**src/rtl/adder_pkg.sv**
```systemverilog
`default_nettype none
// +------------------------------------------------------------------+
// | adder_pkg: opcodes, flag bit positions and decode for adder64.    |
// | Rev 1.0                                                           |
// +------------------------------------------------------------------+
package adder_pkg;

    localparam int c_LANE_W = 32;

    typedef enum logic [2:0] {
        OP_ADD64       = 3'd0,
        OP_SUB64       = 3'd1,
        OP_ADD2X32     = 3'd2,
        OP_SUB2X32     = 3'd3,
        OP_ADDLO_SUBHI = 3'd4,
        OP_SUBLO_ADDHI = 3'd5
    } op_e;

    localparam int c_F_HI_Z = 7;
    localparam int c_F_HI_N = 6;
    localparam int c_F_HI_C = 5;
    localparam int c_F_HI_V = 4;
    localparam int c_F_LO_Z = 3;
    localparam int c_F_LO_N = 2;
    localparam int c_F_LO_C = 1;
    localparam int c_F_LO_V = 0;

    typedef struct packed {
        logic ill;
        logic mode;
        logic sub_uni;
        logic sub_lo;
        logic sub_hi;
    } ctrl_t;

    // Illegal opcodes leave every adder control low and only raise ill.
    function automatic ctrl_t decode_op(input logic [2:0] op);
        ctrl_t d;
        d = '0;
        case (op)
            OP_ADD64:       d.mode = 1'b1;
            OP_SUB64:       begin d.mode = 1'b1; d.sub_uni = 1'b1; end
            OP_ADD2X32:     d.mode = 1'b0;
            OP_SUB2X32:     begin d.sub_lo = 1'b1; d.sub_hi = 1'b1; end
            OP_ADDLO_SUBHI: d.sub_hi = 1'b1;
            OP_SUBLO_ADDHI: d.sub_lo = 1'b1;
            default:        d.ill = 1'b1;
        endcase
        return d;
    endfunction

endpackage
`default_nettype wire

```
**src/rtl/adder_lane_flags.sv**
```systemverilog
`default_nettype none
// +------------------------------------------------------------------+
// | adder_lane_flags: Z/N/C/V for one 32-bit adder lane.              |
// | Rev 1.0                                                           |
// +------------------------------------------------------------------+
module adder_lane_flags
    import adder_pkg::*;
(
    input  logic [c_LANE_W-1:0] i_a,
    input  logic [c_LANE_W-1:0] i_b,
    input  logic [c_LANE_W-1:0] i_sum,
    input  logic                i_is_sub,
    input  logic                i_c_ovr_en,
    input  logic                i_c_ovr,
    output logic                o_z,
    output logic                o_n,
    output logic                o_c,
    output logic                o_v
);

    logic w_sa;
    logic w_sb;
    logic w_sr;

    assign w_sa = i_a[c_LANE_W-1];
    assign w_sb = i_b[c_LANE_W-1];
    assign w_sr = i_sum[c_LANE_W-1];

    assign o_z = (i_sum == '0);
    assign o_n = w_sr;
    // Subtract reports no-borrow; add reports lane carry-out unless overridden.
    assign o_c = i_c_ovr_en ? i_c_ovr
               : (i_is_sub ? (i_a >= i_b) : (i_sum < i_a));
    assign o_v = i_is_sub ? ((w_sa != w_sb) && (w_sr != w_sa))
                          : ((w_sa == w_sb) && (w_sr != w_sa));

endmodule
`default_nettype wire

```
**src/rtl/adder64_pipe_ctrl.sv**
```systemverilog
`default_nettype none
// +------------------------------------------------------------------+
// | adder64_pipe_ctrl: two-stage valid/ready control around adder64.  |
// | Rev 1.0                                                           |
// +------------------------------------------------------------------+
module adder64_pipe_ctrl
    import adder_pkg::*;
#(
    parameter int CNT_W = 16
) (
    input  logic             clk,
    input  logic             rst_n,
    input  logic             flush,
    input  logic             in_valid,
    output logic             in_ready,
    input  logic [2:0]       in_op,
    input  logic [63:0]      in_a,
    input  logic [63:0]      in_b,
    output logic [63:0]      add_a,
    output logic [63:0]      add_b,
    output logic             add_mode,
    output logic             add_sub_uni,
    output logic             add_sub_lo,
    output logic             add_sub_hi,
    input  logic [63:0]      add_sum,
    input  logic             add_cout,
    output logic             out_valid,
    input  logic             out_ready,
    output logic [63:0]      out_sum,
    output logic [7:0]       out_flags,
    output logic             out_err,
    output logic [CNT_W-1:0] op_cnt,
    output logic [CNT_W-1:0] ill_cnt
);

    ctrl_t             w_dec;
    ctrl_t             r_ctrl;
    logic [63:0]       r_a;
    logic [63:0]       r_b;
    logic              r_s1_vld;
    logic              r_s2_vld;
    logic [63:0]       r_sum;
    logic [7:0]        r_flags;
    logic              r_err;
    logic [CNT_W-1:0]  r_op_cnt;
    logic [CNT_W-1:0]  r_ill_cnt;
    logic              w_s1_adv;
    logic              w_acc;
    logic              w_s1_xfer;
    logic              w_deliver;
    logic              w_hi_sub;
    logic              w_uni_c;
    logic              w_lo_z, w_lo_n, w_lo_c, w_lo_v;
    logic              w_hi_z, w_hi_n, w_hi_c, w_hi_v;
    logic [7:0]        w_flags;

    assign w_dec     = decode_op(in_op);
    assign w_s1_adv  = !r_s2_vld || out_ready;
    assign in_ready  = rst_n && !flush && (!r_s1_vld || w_s1_adv);
    assign w_acc     = in_valid && in_ready;
    assign w_s1_xfer = r_s1_vld && w_s1_adv;
    assign w_deliver = r_s2_vld && out_ready;

    always_ff @(posedge clk) begin
        if (!rst_n) begin
            r_s1_vld <= 1'b0;
            r_a      <= '0;
            r_b      <= '0;
            r_ctrl   <= '0;
        end else begin
            if (flush)          r_s1_vld <= 1'b0;
            else if (w_acc)     r_s1_vld <= 1'b1;
            else if (w_s1_xfer) r_s1_vld <= 1'b0;
            if (w_acc) begin
                r_a    <= in_a;
                r_b    <= in_b;
                r_ctrl <= w_dec;
            end
        end
    end

    assign add_a       = r_a;
    assign add_b       = r_b;
    assign add_mode    = r_ctrl.mode;
    assign add_sub_uni = r_ctrl.sub_uni;
    assign add_sub_lo  = r_ctrl.sub_lo;
    assign add_sub_hi  = r_ctrl.sub_hi;

    // In unified mode the hi lane's carry stands for the full 64-bit operation.
    assign w_hi_sub = r_ctrl.mode ? r_ctrl.sub_uni : r_ctrl.sub_hi;
    assign w_uni_c  = r_ctrl.sub_uni ? (r_a >= r_b) : add_cout;

    adder_lane_flags u_lo_flags (
        .i_a        (r_a[31:0]),
        .i_b        (r_b[31:0]),
        .i_sum      (add_sum[31:0]),
        .i_is_sub   (r_ctrl.sub_lo),
        .i_c_ovr_en (1'b0),
        .i_c_ovr    (1'b0),
        .o_z        (w_lo_z),
        .o_n        (w_lo_n),
        .o_c        (w_lo_c),
        .o_v        (w_lo_v)
    );

    adder_lane_flags u_hi_flags (
        .i_a        (r_a[63:32]),
        .i_b        (r_b[63:32]),
        .i_sum      (add_sum[63:32]),
        .i_is_sub   (w_hi_sub),
        .i_c_ovr_en (r_ctrl.mode),
        .i_c_ovr    (w_uni_c),
        .o_z        (w_hi_z),
        .o_n        (w_hi_n),
        .o_c        (w_hi_c),
        .o_v        (w_hi_v)
    );

    always_comb begin
        w_flags = '0;
        if (!r_ctrl.ill) begin
            w_flags[c_F_HI_Z] = w_hi_z && (!r_ctrl.mode || (add_sum[31:0] == '0));
            w_flags[c_F_HI_N] = w_hi_n;
            w_flags[c_F_HI_C] = w_hi_c;
            w_flags[c_F_HI_V] = w_hi_v;
            if (!r_ctrl.mode) begin
                w_flags[c_F_LO_Z] = w_lo_z;
                w_flags[c_F_LO_N] = w_lo_n;
                w_flags[c_F_LO_C] = w_lo_c;
                w_flags[c_F_LO_V] = w_lo_v;
            end
        end
    end

    always_ff @(posedge clk) begin
        if (!rst_n) begin
            r_s2_vld  <= 1'b0;
            r_sum     <= '0;
            r_flags   <= '0;
            r_err     <= 1'b0;
            r_op_cnt  <= '0;
            r_ill_cnt <= '0;
        end else begin
            if (flush) begin
                r_s2_vld <= 1'b0;
            end else if (w_s1_xfer) begin
                r_s2_vld <= 1'b1;
                r_sum    <= r_ctrl.ill ? 64'd0 : add_sum;
                r_flags  <= w_flags;
                r_err    <= r_ctrl.ill;
            end else if (w_deliver) begin
                r_s2_vld <= 1'b0;
            end
            if (w_deliver && (r_op_cnt != '1))
                r_op_cnt <= r_op_cnt + 1'b1;
            if (w_deliver && r_err && (r_ill_cnt != '1))
                r_ill_cnt <= r_ill_cnt + 1'b1;
        end
    end

    assign out_valid = r_s2_vld;
    assign out_sum   = r_sum;
    assign out_flags = r_flags;
    assign out_err   = r_err;
    assign op_cnt    = r_op_cnt;
    assign ill_cnt   = r_ill_cnt;

endmodule
`default_nettype wire
```
**config.mk**
```make
export PLATFORM = sky130hd
export DESIGN_NAME = adder64_pipe_ctrl
export DESIGN_NICKNAME = d
export VERILOG_FILES = /design/src/rtl/adder_pkg.sv /design/src/rtl/adder_lane_flags.sv /design/src/rtl/adder64_pipe_ctrl.sv
export SDC_FILE = /design/constraint.sdc
export NUM_CORES = 1
export LEC_CHECK = 0
export CAP_MARGIN = 20
export CORE_AREA = 2 2 173 175
export CTS_CLUSTER_DIAMETER = 60
export DETAILED_ROUTE_END_ITERATION = 10
export DIE_AREA = 0 0 175 177
export HOLD_SLACK_MARGIN = 0.15
export PLACE_DENSITY = 0.76
export SLEW_MARGIN = 30
export SYNTH_ARGS = -nofsm -noshare
export SYNTH_HDL_FRONTEND = slang
export SYNTH_SLANG_ARGS = --single-unit
```
**constraint.sdc**
```tcl
create_clock -name clk -period 3.09 [get_ports clk]
set_input_delay 0.927 -clock clk [delete_from_list [all_inputs] [get_ports clk]]
set_output_delay 0.927 -clock clk [all_outputs]
set_load 0.005 [all_outputs]
```
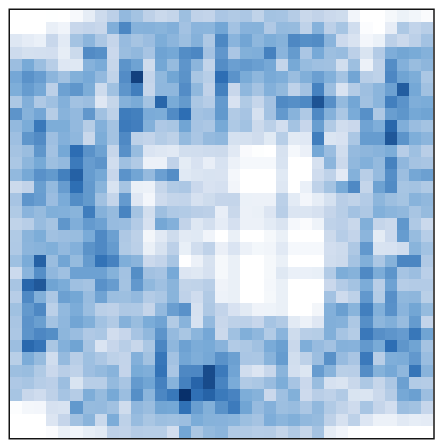
*Wire density map*
The die is cut into 35 by 35 equal tiles; white is low, dark blue is high, scaled to the fullest tile. Values are wire area over tile area, all layers added.
fullest tile: 0.63
emptiest ninth of the die: center
nearly empty tiles: 5.2%
mean over tiles: 0.23

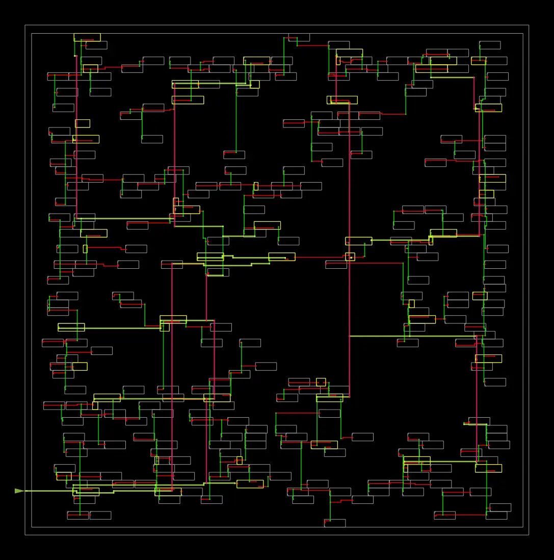
*Clock nets*
Clock Buffer Count: 43
sequential cell count of the final layout: 239
Clock Skew: 25.1 ps
number of clock sinks: 239

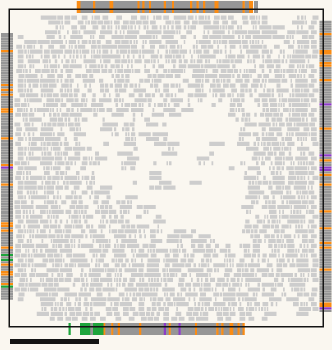
*I/O pins on the die edge*
The bar under the picture is 50 um long. Pins as bars across the die edge, other pins in gray.
legend:
  ill_cnt:
    color: green
    pins: 16
    direction: output
    edge: 13 south, 3 west
  out_flags:
    color: purple
    pins: 8
    direction: output
    edge: 5 east, 2 south, 1 west
  in_b:
    color: orange
    pins: 64
    direction: input
    edge: 18 north, 17 east, 17 west, 12 south

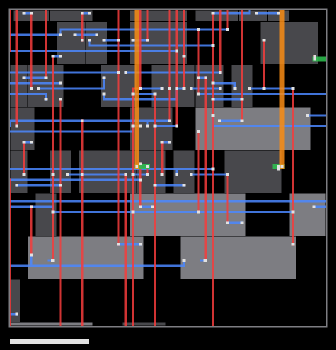
*Zoomed window*
The bar under the picture is 5 um long. Window x 78 to 98, y 114 to 134 um. Cells in gray, sequential cells in the stronger gray; small squares are vias.
legend:
  metal 2:
    color: red
  metal 1:
    color: blue
  metal 3:
    color: green
  metal 4:
    color: orange
cells with their middle in the window: 22
netlist names of flops here include: out_sum (4)
sequential cells in the window: 4

==> flow_results.org <==
* Implementation run

** Synth
- Synthesized-area fraction occupied by adder cells :: 0.132
- Basic Gates by Area :: 0.237
- Sequential element share of the synthesized area :: 0.392
- The area fraction of the largest cell type after synthesis is 0.392.
- In this run the cell area of the synthesized design comes to 12200 um2.
- Yosys mapped a number of flops with a built-in enable equal to 0.
- Synth unique cells :: between 50 and 60
- XOR/XNOR share of the synthesized area :: 0.0194
- AND-OR/OR-AND share of the synthesized area :: 0.150
- Of the combinational cells, the family taking the most area is simple AND/OR/NAND/NOR gates.
- After synthesis, the design contains around 1600 cells according to Yosys.
- For reference, the top cells by area after synthesis are sky130_fd_sc_hd__dfxtp_1 (39%), sky130_fd_sc_hd__ha_1 (13%), sky130_fd_sc_hd__nand2_1 (12%).
- Post-synthesis, Yosys gives the total cell area as between 10000 and 15000 um2.
- Synth area leader :: sky130_fd_sc_hd__dfxtp_1
- Most instantiated cells after synthesis :: sky130_fd_sc_hd__nand2_1 (379), sky130_fd_sc_hd__a21oi_1 (255), sky130_fd_sc_hd__dfxtp_1 (239), sky130_fd_sc_hd__inv_1 (136), sky130_fd_sc_hd__ha_1 (129)
- Among all cell types in the netlist, the one instantiated most often is sky130_fd_sc_hd__nand2_1.
- Number of instances in the synthesized netlist :: about 1600
- Per the synth stats, the proportion of register bits with asynchronous set or reset is 0.

** Critical path
- Highest-delay cell along the critical path :: sky130_fd_sc_hd__clkdlybuf4s50_1
- The timing report lists the critical path depth as 4 cells.
- The critical path goes through clkdlybuf4s50_1 > nor2b_1 > a21oi_2 > dlygate4sd2_1.
- The largest single stage delay on the critical path is 430 ps.
- The worst setup path is captured at a primary output.
- Worst setup startpoint :: out_ready
- In this run the critical register-to-register path is launched from add_b[49].
- Worst setup SP type :: primary input
- Buffer-and-inverter tally for the worst setup path :: 2
- The critical path ends at in_ready.
- The worst register-to-register path ends at out_flags[5].
- Measured in cells, the most critical reg-to-reg path has a length of 9.
- The arrival time of data at the worst endpoint is listed as around 1900 ps.

** GRT
- Number of antenna violations at the first check in global routing :: 1
- GRT overflow :: 0
- Number of global-route vias before repair :: 12300
- Entering global routing, the biggest net connects around 81 pins.

** Finish
- Most numerous logic cells after layout :: sky130_fd_sc_hd__clkdlybuf4s50_1 (438), sky130_fd_sc_hd__nand2_1 (378), sky130_fd_sc_hd__a21oi_1 (254), sky130_fd_sc_hd__dfxtp_1 (238), sky130_fd_sc_hd__inv_1 (136)
- The final report gives the core utilization as 0.628.
- The count of cells in the finished layout, fillers not included, comes to around 2400.
- Number of fill cells :: 2507
- The area taken by sequential standard cells is reported as 4790 um2.
- Gate Area :: 6610 um2

** Place
- DP Worst Slack :: -249 ps
- Number of cells after detailed placement :: ~2400
- Quantity of I/O buffers inserted on ports :: ~440

** Status
- Run status :: completed

** Clock tree
- After clock tree synthesis, the repair step resized 2 gates.
- Per the CTS log, the maximum H-tree level is 1.
- Clock transition at the registers of the reported paths :: 50 ps
- Root Buffer :: sky130_fd_sc_hd__clkbuf_16
- Number of buffers inserted by post-CTS setup repair :: 0
- TritonCTS built the clock tree.
- Maximum number of buffers from clock root to sink :: 3

** Routing
- Count of nets left with antenna violations after detail routing :: 0
- DRC violation count after routing :: 0
- Per the log, the first TritonRoute iteration ended with a DRC count of just under 600.
- Length of the first detailed-routing pass in iterations :: 5

** Min path
- Terminating pin of the worst hold path :: out_sum[16]
- The type recorded for the worst min-delay path is reg2reg.
- The worst hold path passes through 2 cells.

** Power
- The leakage component of the power was reported as roughly 6.7 nW.
- Pwr per Cell Area :: 424 nW/um2

** Floorplanning
- Placeable Area :: slightly below 30000 um2
- Height of the die :: around 180 um

** STA
- The clock period could shrink to around 2800 ps.
- Final slew viol count :: 0
- Timing-limited maximum frequency :: 0.351 GHz
- Final setup violating endpoints :: 0
- Final hold analysis gives a worst-case slack of between 400 and 500 ps.
- The worst-case max-slew headroom was logged as 0.572.
- The final timing report lists a hold violation count of 0.
- The critical path in the final layout is reported with a setup slack of roughly 240 ps.

** Run
- OpenROAD warnings :: 27
- The run reported a max-capacitance violation count of 0.
metal layers:
| metal | global-route usage | vias to the layer above | share of wire |
|---|---|---|---|
| met2 | 0.472 | 445 | 0.49 |
| met5 | 0 | - | 0 |
| met1 | 0.290 | 5813 | 0.39 |
| li1 | - | 6200 | - |
| met4 | 0.111 | 0 | 0.044 |
| met3 | 0.0606 | 97 | 0.071 |
final cells by class:
cell class              instances  area share
clock inverters                10     0.00627
well taps                     390      0.0266
flip-flops and latches        239       0.261
multi-input cells            1106       0.360
diodes                          1    0.000136
repair buffers                502       0.272
clock buffers                  43      0.0462
inverters                     138      0.0285
report_power, final:
group | switching [mW] | internal [mW] | total [mW] | leakage [nW]
sequential | 0.0749 | 3.16 | 3.23 | 1.94
combinational | 0.524 | 0.627 | 1.15 | 4.27
clock | 1.35 | 2.06 | 3.41 | 0.478
No activity file was given, so power comes from the tool's default toggle rates.
